File: src/rtl/tinker_muldiv_pkg.sv
// Shared types and constants for the Tinker iterative multiply/divide unit.
// The optional early-out path is enabled by TINKER_MULDIV_EARLY_OUT_EN.
package tinker_muldiv_pkg;

  localparam logic [1:0] OPC_MUL  = 2'b00;
  localparam logic [1:0] OPC_MULH = 2'b01;
  localparam logic [1:0] OPC_DIV  = 2'b10;
  localparam logic [1:0] OPC_REM  = 2'b11;

  typedef enum logic [1:0] {
    OP_MUL  = OPC_MUL,
    OP_MULH = OPC_MULH,
    OP_DIV  = OPC_DIV,
    OP_REM  = OPC_REM
  } op_e;

  typedef enum logic [1:0] {
    ST_IDLE = 2'd0,
    ST_RUN  = 2'd1,
    ST_DONE = 2'd2
  } state_e;

  // Legal geometry: even width of at least 8, and a whole number of steps per clock.
  function automatic bit cfg_ok(input int xlen, input int unroll);
    return (xlen >= 8) && (xlen % 2 == 0) && (unroll >= 1) && (xlen % unroll == 0);
  endfunction

endpackage

File: src/rtl/tinker_muldiv_step.sv
// One combinational radix-2 step: shift-add for multiply, restoring
// trial-subtract for divide. hi/lo hold product halves or remainder/quotient.
module tinker_muldiv_step
  import tinker_muldiv_pkg::*;
#(
  parameter int XLEN = 64
) (
  input  logic            is_div,
  input  logic [XLEN-1:0] hi_in,
  input  logic [XLEN-1:0] lo_in,
  input  logic [XLEN-1:0] opnd,
  output logic [XLEN-1:0] hi_out,
  output logic [XLEN-1:0] lo_out
);

  logic [XLEN:0] sum;
  logic [XLEN:0] diff;

  always_comb begin
    sum  = {1'b0, hi_in} + (lo_in[0] ? {1'b0, opnd} : {(XLEN+1){1'b0}});
    // Partial remainder stays below the divisor, so bit XLEN of diff is a clean borrow.
    diff = {hi_in, lo_in[XLEN-1]} - {1'b0, opnd};
    if (is_div) begin
      if (!diff[XLEN]) begin
        hi_out = diff[XLEN-1:0];
        lo_out = {lo_in[XLEN-2:0], 1'b1};
      end else begin
        hi_out = {hi_in[XLEN-2:0], lo_in[XLEN-1]};
        lo_out = {lo_in[XLEN-2:0], 1'b0};
      end
    end else begin
      hi_out = sum[XLEN:1];
      lo_out = {sum[0], lo_in[XLEN-1:1]};
    end
  end

endmodule

File: src/rtl/tinker_muldiv_unit.sv
// Iterative multiply/divide unit with valid/ready request and response.
// Define TINKER_MULDIV_EARLY_OUT_EN to finish trivial operations at accept.
//
// state | meaning
// IDLE  | waiting for a request, req_ready high
// RUN   | UNROLL steps per clock, counter counts down to terminal count
// DONE  | result held on resp_* until resp_ready
module tinker_muldiv_unit
  import tinker_muldiv_pkg::*;
#(
  parameter int XLEN   = 64,
  parameter int UNROLL = 1,
  parameter int TAG_W  = 5
) (
  input  logic             clk,
  input  logic             reset,
  input  logic             req_valid,
  output logic             req_ready,
  input  logic [1:0]       req_op,
  input  logic             req_signed,
  input  logic [XLEN-1:0]  req_a,
  input  logic [XLEN-1:0]  req_b,
  input  logic [TAG_W-1:0] req_tag,
  output logic             resp_valid,
  input  logic             resp_ready,
  output logic [XLEN-1:0]  resp_data,
  output logic [TAG_W-1:0] resp_tag,
  output logic             resp_dbz
);

  localparam int N     = XLEN / UNROLL;
  localparam int CNT_W = $clog2(N + 1);
  localparam logic [CNT_W-1:0] CNT_LOAD = CNT_W'(N);
  localparam logic [1:0] S_IDLE = ST_IDLE;
  localparam logic [1:0] S_RUN  = ST_RUN;
  localparam logic [1:0] S_DONE = ST_DONE;

  if (!cfg_ok(XLEN, UNROLL)) begin : g_cfg_err
    $error("tinker_muldiv_unit: XLEN must be even, >= 8 and a multiple of UNROLL");
  end

  logic [1:0]       state;
  logic [CNT_W-1:0] cnt;
  op_e              op_q;
  logic             neg_q;
  logic [XLEN-1:0]  hi_q;
  logic [XLEN-1:0]  lo_q;
  logic [XLEN-1:0]  opnd_q;

  logic             a_neg;
  logic             b_neg;
  logic [XLEN-1:0]  a_mag;
  logic [XLEN-1:0]  b_mag;
  logic             b_zero;

  assign a_neg  = req_signed & req_a[XLEN-1];
  assign b_neg  = req_signed & req_b[XLEN-1];
  assign a_mag  = a_neg ? (~req_a + 1'b1) : req_a;
  assign b_mag  = b_neg ? (~req_b + 1'b1) : req_b;
  assign b_zero = (req_b == '0);

  assign req_ready  = (state == S_IDLE) && !reset;
  assign resp_valid = (state == S_DONE);

  logic [XLEN-1:0] hi_ch [UNROLL+1];
  logic [XLEN-1:0] lo_ch [UNROLL+1];

  assign hi_ch[0] = hi_q;
  assign lo_ch[0] = lo_q;

  for (genvar i = 0; i < UNROLL; i++) begin : g_step
    tinker_muldiv_step #(.XLEN(XLEN)) u_step (
      .is_div (op_q[1]),
      .hi_in  (hi_ch[i]),
      .lo_in  (lo_ch[i]),
      .opnd   (opnd_q),
      .hi_out (hi_ch[i+1]),
      .lo_out (lo_ch[i+1])
    );
  end

  logic [2*XLEN-1:0] prod;
  logic [2*XLEN-1:0] prod_fix;
  logic [XLEN-1:0]   fix_data;

  // Signed results come from magnitudes; negating the full product keeps MUL sign-agnostic.
  always_comb begin
    prod     = {hi_ch[UNROLL], lo_ch[UNROLL]};
    prod_fix = neg_q ? (~prod + 1'b1) : prod;
    fix_data = '0;
    case (op_q)
      OP_MUL:  fix_data = prod_fix[XLEN-1:0];
      OP_MULH: fix_data = prod_fix[2*XLEN-1:XLEN];
      OP_DIV:  fix_data = neg_q ? (~lo_ch[UNROLL] + 1'b1) : lo_ch[UNROLL];
      default: fix_data = neg_q ? (~hi_ch[UNROLL] + 1'b1) : hi_ch[UNROLL];
    endcase
  end

  always_ff @(posedge clk) begin
    if (reset) begin
      state     <= S_IDLE;
      cnt       <= '0;
      op_q      <= OP_MUL;
      neg_q     <= 1'b0;
      hi_q      <= '0;
      lo_q      <= '0;
      opnd_q    <= '0;
      resp_data <= '0;
      resp_tag  <= '0;
      resp_dbz  <= 1'b0;
    end else begin
      case (state)
        S_IDLE: begin
          if (req_valid) begin
            op_q     <= op_e'(req_op);
            resp_tag <= req_tag;
            resp_dbz <= 1'b0;
            hi_q     <= '0;
            if (req_op[1]) begin
              lo_q   <= a_mag;
              opnd_q <= b_mag;
              neg_q  <= (req_op == OPC_REM) ? a_neg : (a_neg ^ b_neg);
            end else begin
              lo_q   <= b_mag;
              opnd_q <= a_mag;
              neg_q  <= a_neg ^ b_neg;
            end
            if (req_op[1] && b_zero) begin
              state     <= S_DONE;
              resp_dbz  <= 1'b1;
              resp_data <= (req_op == OPC_DIV) ? {XLEN{1'b1}} : req_a;
            end
`ifdef TINKER_MULDIV_EARLY_OUT_EN
            else if (!req_op[1] && ((req_a == '0) || b_zero)) begin
              state     <= S_DONE;
              resp_data <= '0;
            end else if (req_op[1] && (a_mag < b_mag)) begin
              state     <= S_DONE;
              resp_data <= (req_op == OPC_DIV) ? '0 : req_a;
            end
`endif
            else begin
              state <= S_RUN;
              cnt   <= CNT_LOAD;
            end
          end
        end
        S_RUN: begin
          hi_q <= hi_ch[UNROLL];
          lo_q <= lo_ch[UNROLL];
          cnt  <= cnt - 1'b1;
          if (cnt == CNT_W'(1)) begin
            state     <= S_DONE;
            resp_data <= fix_data;
          end
        end
        S_DONE: begin
          if (resp_ready) state <= S_IDLE;
        end
        default: state <= S_IDLE;
      endcase
    end
  end

endmodule

File: config.mk
export PLATFORM = sky130hd
export DESIGN_NAME = tinker_muldiv_unit
export DESIGN_NICKNAME = d
export VERILOG_FILES = /design/src/rtl/tinker_muldiv_pkg.sv /design/src/rtl/tinker_muldiv_step.sv /design/src/rtl/tinker_muldiv_unit.sv
export SDC_FILE = /design/constraint.sdc
export NUM_CORES = 2
export LEC_CHECK = 0
export CAP_MARGIN = 10
export CORE_MARGIN = 2
export CORE_UTILIZATION = 40
export CTS_CLUSTER_DIAMETER = 120
export DETAILED_ROUTE_END_ITERATION = 8
export MAX_ROUTING_LAYER = met4
export SLEW_MARGIN = 15
export SYNTH_ARGS = -nofsm -noshare
export SYNTH_HDL_FRONTEND = slang
export SYNTH_SLANG_ARGS = --single-unit
File: constraint.sdc
create_clock -name clk -period 21 [get_ports clk]
set_input_delay 4.2 -clock clk [delete_from_list [all_inputs] [get_ports clk]]
set_output_delay 4.2 -clock clk [all_outputs]
set_load 0.005 [all_outputs]
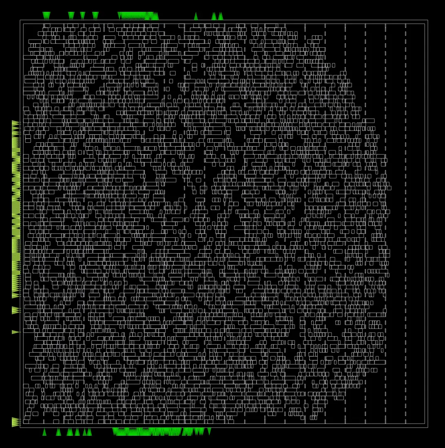
Figure 1: cell outlines without signal wires.
FILL cells: 7816
Core Area: 75700 um2
Final Util: 0.454
Flop Count: 274
Rows: 101

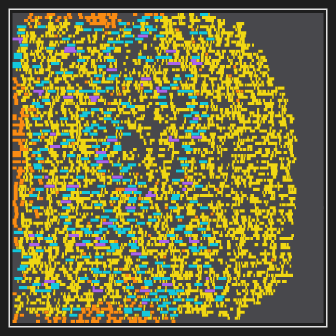
Figure 2: placement by cell class.
Fill, decap, tap and diode cells in gray.
clock drivers and dummy loads -> purple  # cells 61, share of their area 3.7%
remaining logic cells -> yellow  # cells 3837, share of their area 72%
remaining buffers and delay cells -> orange  # cells 268, share of their area 7.7%
registers -> cyan  # cells 274, share of their area 17%

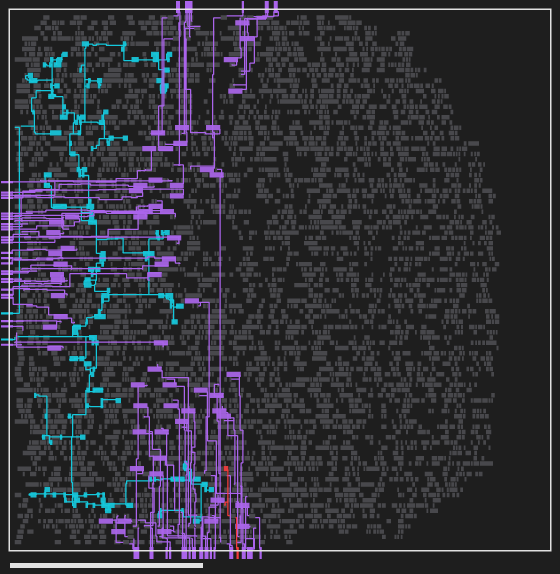
Figure 3: nets reached from selected ports.
Scale bar: 100 um.
resp_valid -> red  # bits 1, direction output, edge bottom, end cells 1, buffers 1, wire 45.2 um
req_op -> cyan  # bits 2, direction input, edge left, end cells 194, buffers 3, wire 1350 um
resp_data -> purple  # bits 64, direction output, edge 27 bottom, 26 left, 11 top, end cells 64, buffers 64, wire 4580 um

==> results.toml <==
# flow metrics
[synth]
top_logic_kind = "AND-OR/OR-AND gates"
synthDistinctLibCells = 112
topCellsByArea = "dfxtp_1, nor2_1, nand2_1, a21oi_1, ha_1"
fa_ha_area_frac = 0.0563
yosys_cells = 4407
postSynthSeqShare = 0.180
avgSynthCellArea_um2 = 6.91
synthAoiAreaFrac = 0.309
mux_share = 0.0403
simple_gate_share = 0.268
synth_warnings = 0
syn_nets = 4683
synth_top_area_share = 0.180
netlist_instances = 4407
edf_count = 0
ys_seq_elements = 274
synth_area_um2 = 30500
synthFlopType = "dfxtp_1"
synth-xor-area-share = 0.0925
yosys.area.top_type = "dfxtp_1"
async_flop_share = 0
yosys_area_um2 = 30500

[status]
outcome = "finished, final reports clean"

[final_timing]
setup_viol = 0
hold_ws_ns = 0.451
tightest_slew_ns = 1.14
period_used_share = 0.457
timing.final.ws_setup_ns = 11.40
hold_violations = 0
final_max_slew_viol_count = 0
rsz0062_at_grt = "false"
min_period_ns = 9.60
fin_skew_ns = 0.0308
fmax_ghz = 0.104
tns_ns = 0
slew_headroom = 0.235

[cells_and_area]
drive_gt1_frac = 0.0619
syn_to_final_growth_pct = 12.7
regArea_um2 = 5490
nets = 4691
layout_top_cell = "nor2_1"
layout_top_cells = "nor2_1, nand2_1, a21oi_1, o21ai_0, dfxtp_1"
stdcell_area_um2 = 34300
fin_cells = 5419
logic_area_um2 = 23400

[setup_path]
cpMaxStageDelayCell = "nor4_1"
cp-start-kind = "primary input"
r2r_setup_slack_ns = 12.08
required_ns = 21.47
crit_type = "primary input to register"
crit_arrival_ns = 10.07
endpoint = "resp_data[56]$_SDFFE_PP0P_"
path_cells = "clkdlybuf4s50_1, or4_1, nor4_1, nand4_1, nor4_1, nand3_1, or4_1, nor2_1, nor3_1, or2_1, nor2_2, buf_4, o21ai_0, o21bai_1, nor2_1, a21oi_1, o211ai_1"
reg2reg_from = "lo_q[63]$_SDFFE_PP0P_"
path_max_fanout = 36
cp-startpoint = "req_b[27]"
reg2regPathDepth = 29
max_stage_delay_ns = 0.92
endpoint_kind = "register"
timing.rr.end = "resp_data[26]$_SDFFE_PP0P_"

[pwr]
p_seq_frac = 0.280
vdd_drop_max_mv = 0.0616
power_mw = 2.15
p_per_area_nw_per_um2 = 62.6
switching_power_uw = 913
p_comb_frac = 0.412
clk-power_uw = 662
clockPowerShare = 0.308
powerSeq_uw = 601
intPower_mw = 1.24
p_leak_nw = 13.0
comb-power_uw = 886
switching_share = 0.425
power.group.top = "combinational logic"

[clock_tree]
cts-root-buf = "clkbuf_16"
cts_sinks = 274
cts_resized = 0
post_cts_buffers = 0
holdBufCountCts = 0
clock_path_buffers = 3
clkLatencyLatePin_ns = 0.57
htreeDepth = 2
clk_pin_slew_ns = 0.06
cts_tree = "built"
cts_buffers = 34

[worst_hold_path]
hold_end = "resp_data[12]$_SDFFE_PP0P_"
hold_class = "register to register"
hp-start = "resp_data[12]$_SDFFE_PP0P_"
holdPathStages = 2

[floorplanning]
initial_utilization = 0.403
die_h_um = 280
die_area_um2 = 78400
ios = 212
die_w_um = 280

[grt]
met3_usage = 0.0546
grt_pass1_vias = 31500
grt-busiest-layer = "met2"
grt_pass1_wl_um = 205000
globalRouteMet2Util = 0.507
grt_usage = 0.351
grt-ovfl-total = 0
grt_use_met1 = 0.499
antenna_found_initial = 1
grt_max_degree = 102

[place]
pre_cts_ws_ns = 10.96
dpl.hpwl_um = 108000
dp_cells = 5357
place.gp.congestion = 1.05
portBuffers = 211
dpl-instance-area_um2 = 33100

[detailed_routing]
wl_um = 139000
num_vias = 35100
drtIter0Drc = 4748
via_per_inst = 6.48
drcViolationCount = 0
drtAntennaViolNets = 0
routedWlPerCell_um = 25.7
firstDrtPassIters = 8

[job]
warnings = 30
max_cap_violations = 0
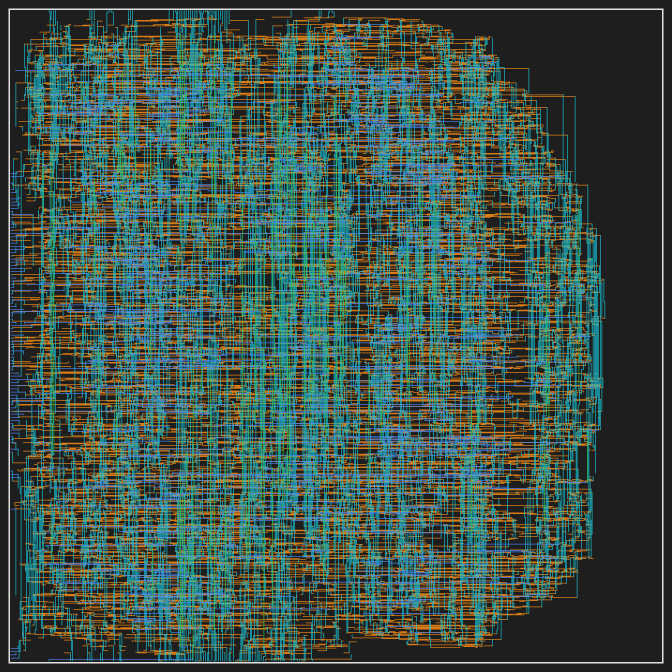
Figure 4: signal wires by layer.
M4 -> green  # wire length 4690 um
M3 -> blue  # wire length 14200 um
M2 -> cyan  # wire length 58.7 mm
M1 -> orange  # wire length 61.9 mm

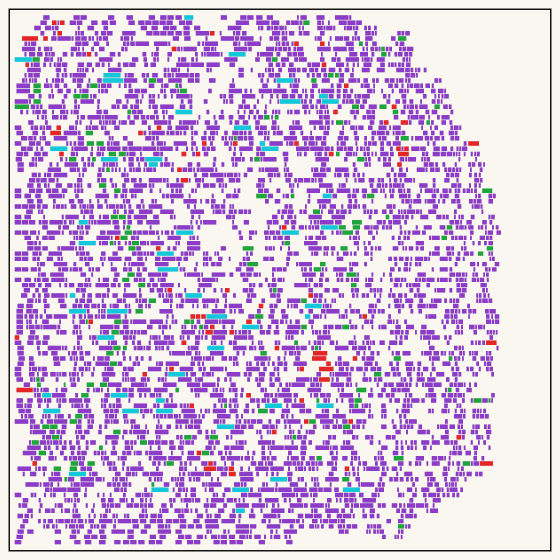
Figure 5: drive-strength map.
x3 and x4 -> red  # cells 80, share 1.8%, most used buf_4
x6 and larger -> cyan  # cells 51, share 1.1%, most used clkbuf_16
x2 -> green  # cells 144, share 3.2%, most used mux2_2
x1 and smaller -> purple  # cells 4165, share 94%, most used nor2_1

[critical path, delay by kind of cell]
| kind | cells | cell delay (ns) |
|---|---|---|
| buffers and inverters | 2 | 0.88 |
| and+or+nand+nor | 11 | 4.19 |
| AOI/OAI and AO/OA | 4 | 0.77 |
[sequential cells by signal, summed over array words and instances, names as in the netlist]
signal     cells
hi_q          64
lo_q          64
opnd_q        64
resp_data     64
cnt            7
resp_tag       5
op_q           2
state          2
neg_q          1
resp_dbz       1
[Yosys cell counts, drive strengths merged, types with 12 or more instances]
library cell	n
o21bai	22
a31oi	41
mux2	62
nand3	71
a311oi	13
o21ai	342
a22oi	60
nand3b	12
ha	134
nand4	66
o221ai	42
or2	28
o211ai	59
or3	68
buf	83
o41ai	30
mux2i	53
clkbuf	213
nand2b	35
a21oi	375
nand2	517
and2	89
nor2	531
nor3	142
a211o	14
nor3b	20
o21a	30
a211oi	61
xnor2	177
a221oi	22
o31ai	59
or4	21
nor2b	22
a222oi	55
a21o	65
a21boi	12
and3	21
dfxtp	274
nor4	48
xor2	145
inv	120
[metal layers]
metal | wire length (um) | vias up
met3 | 14200 | 234
met2 | 58700 | 1924
met1 | 61900 | 16800
met5 | 0 | -
met4 | 4690 | 0
li1 | - | 16200
[final cells by class]
| class | instances | share of cell area |
|---|---|---|
| clock inverter | 19 | 0.00711 |
| timing repair buffer | 268 | 0.0740 |
| antenna | 1 | 0.0000729 |
| sequential | 274 | 0.160 |
| multi-input combinational | 3715 | 0.681 |
| inverter | 122 | 0.0133 |
| tap | 978 | 0.0356 |
| clock buffer | 42 | 0.0283 |
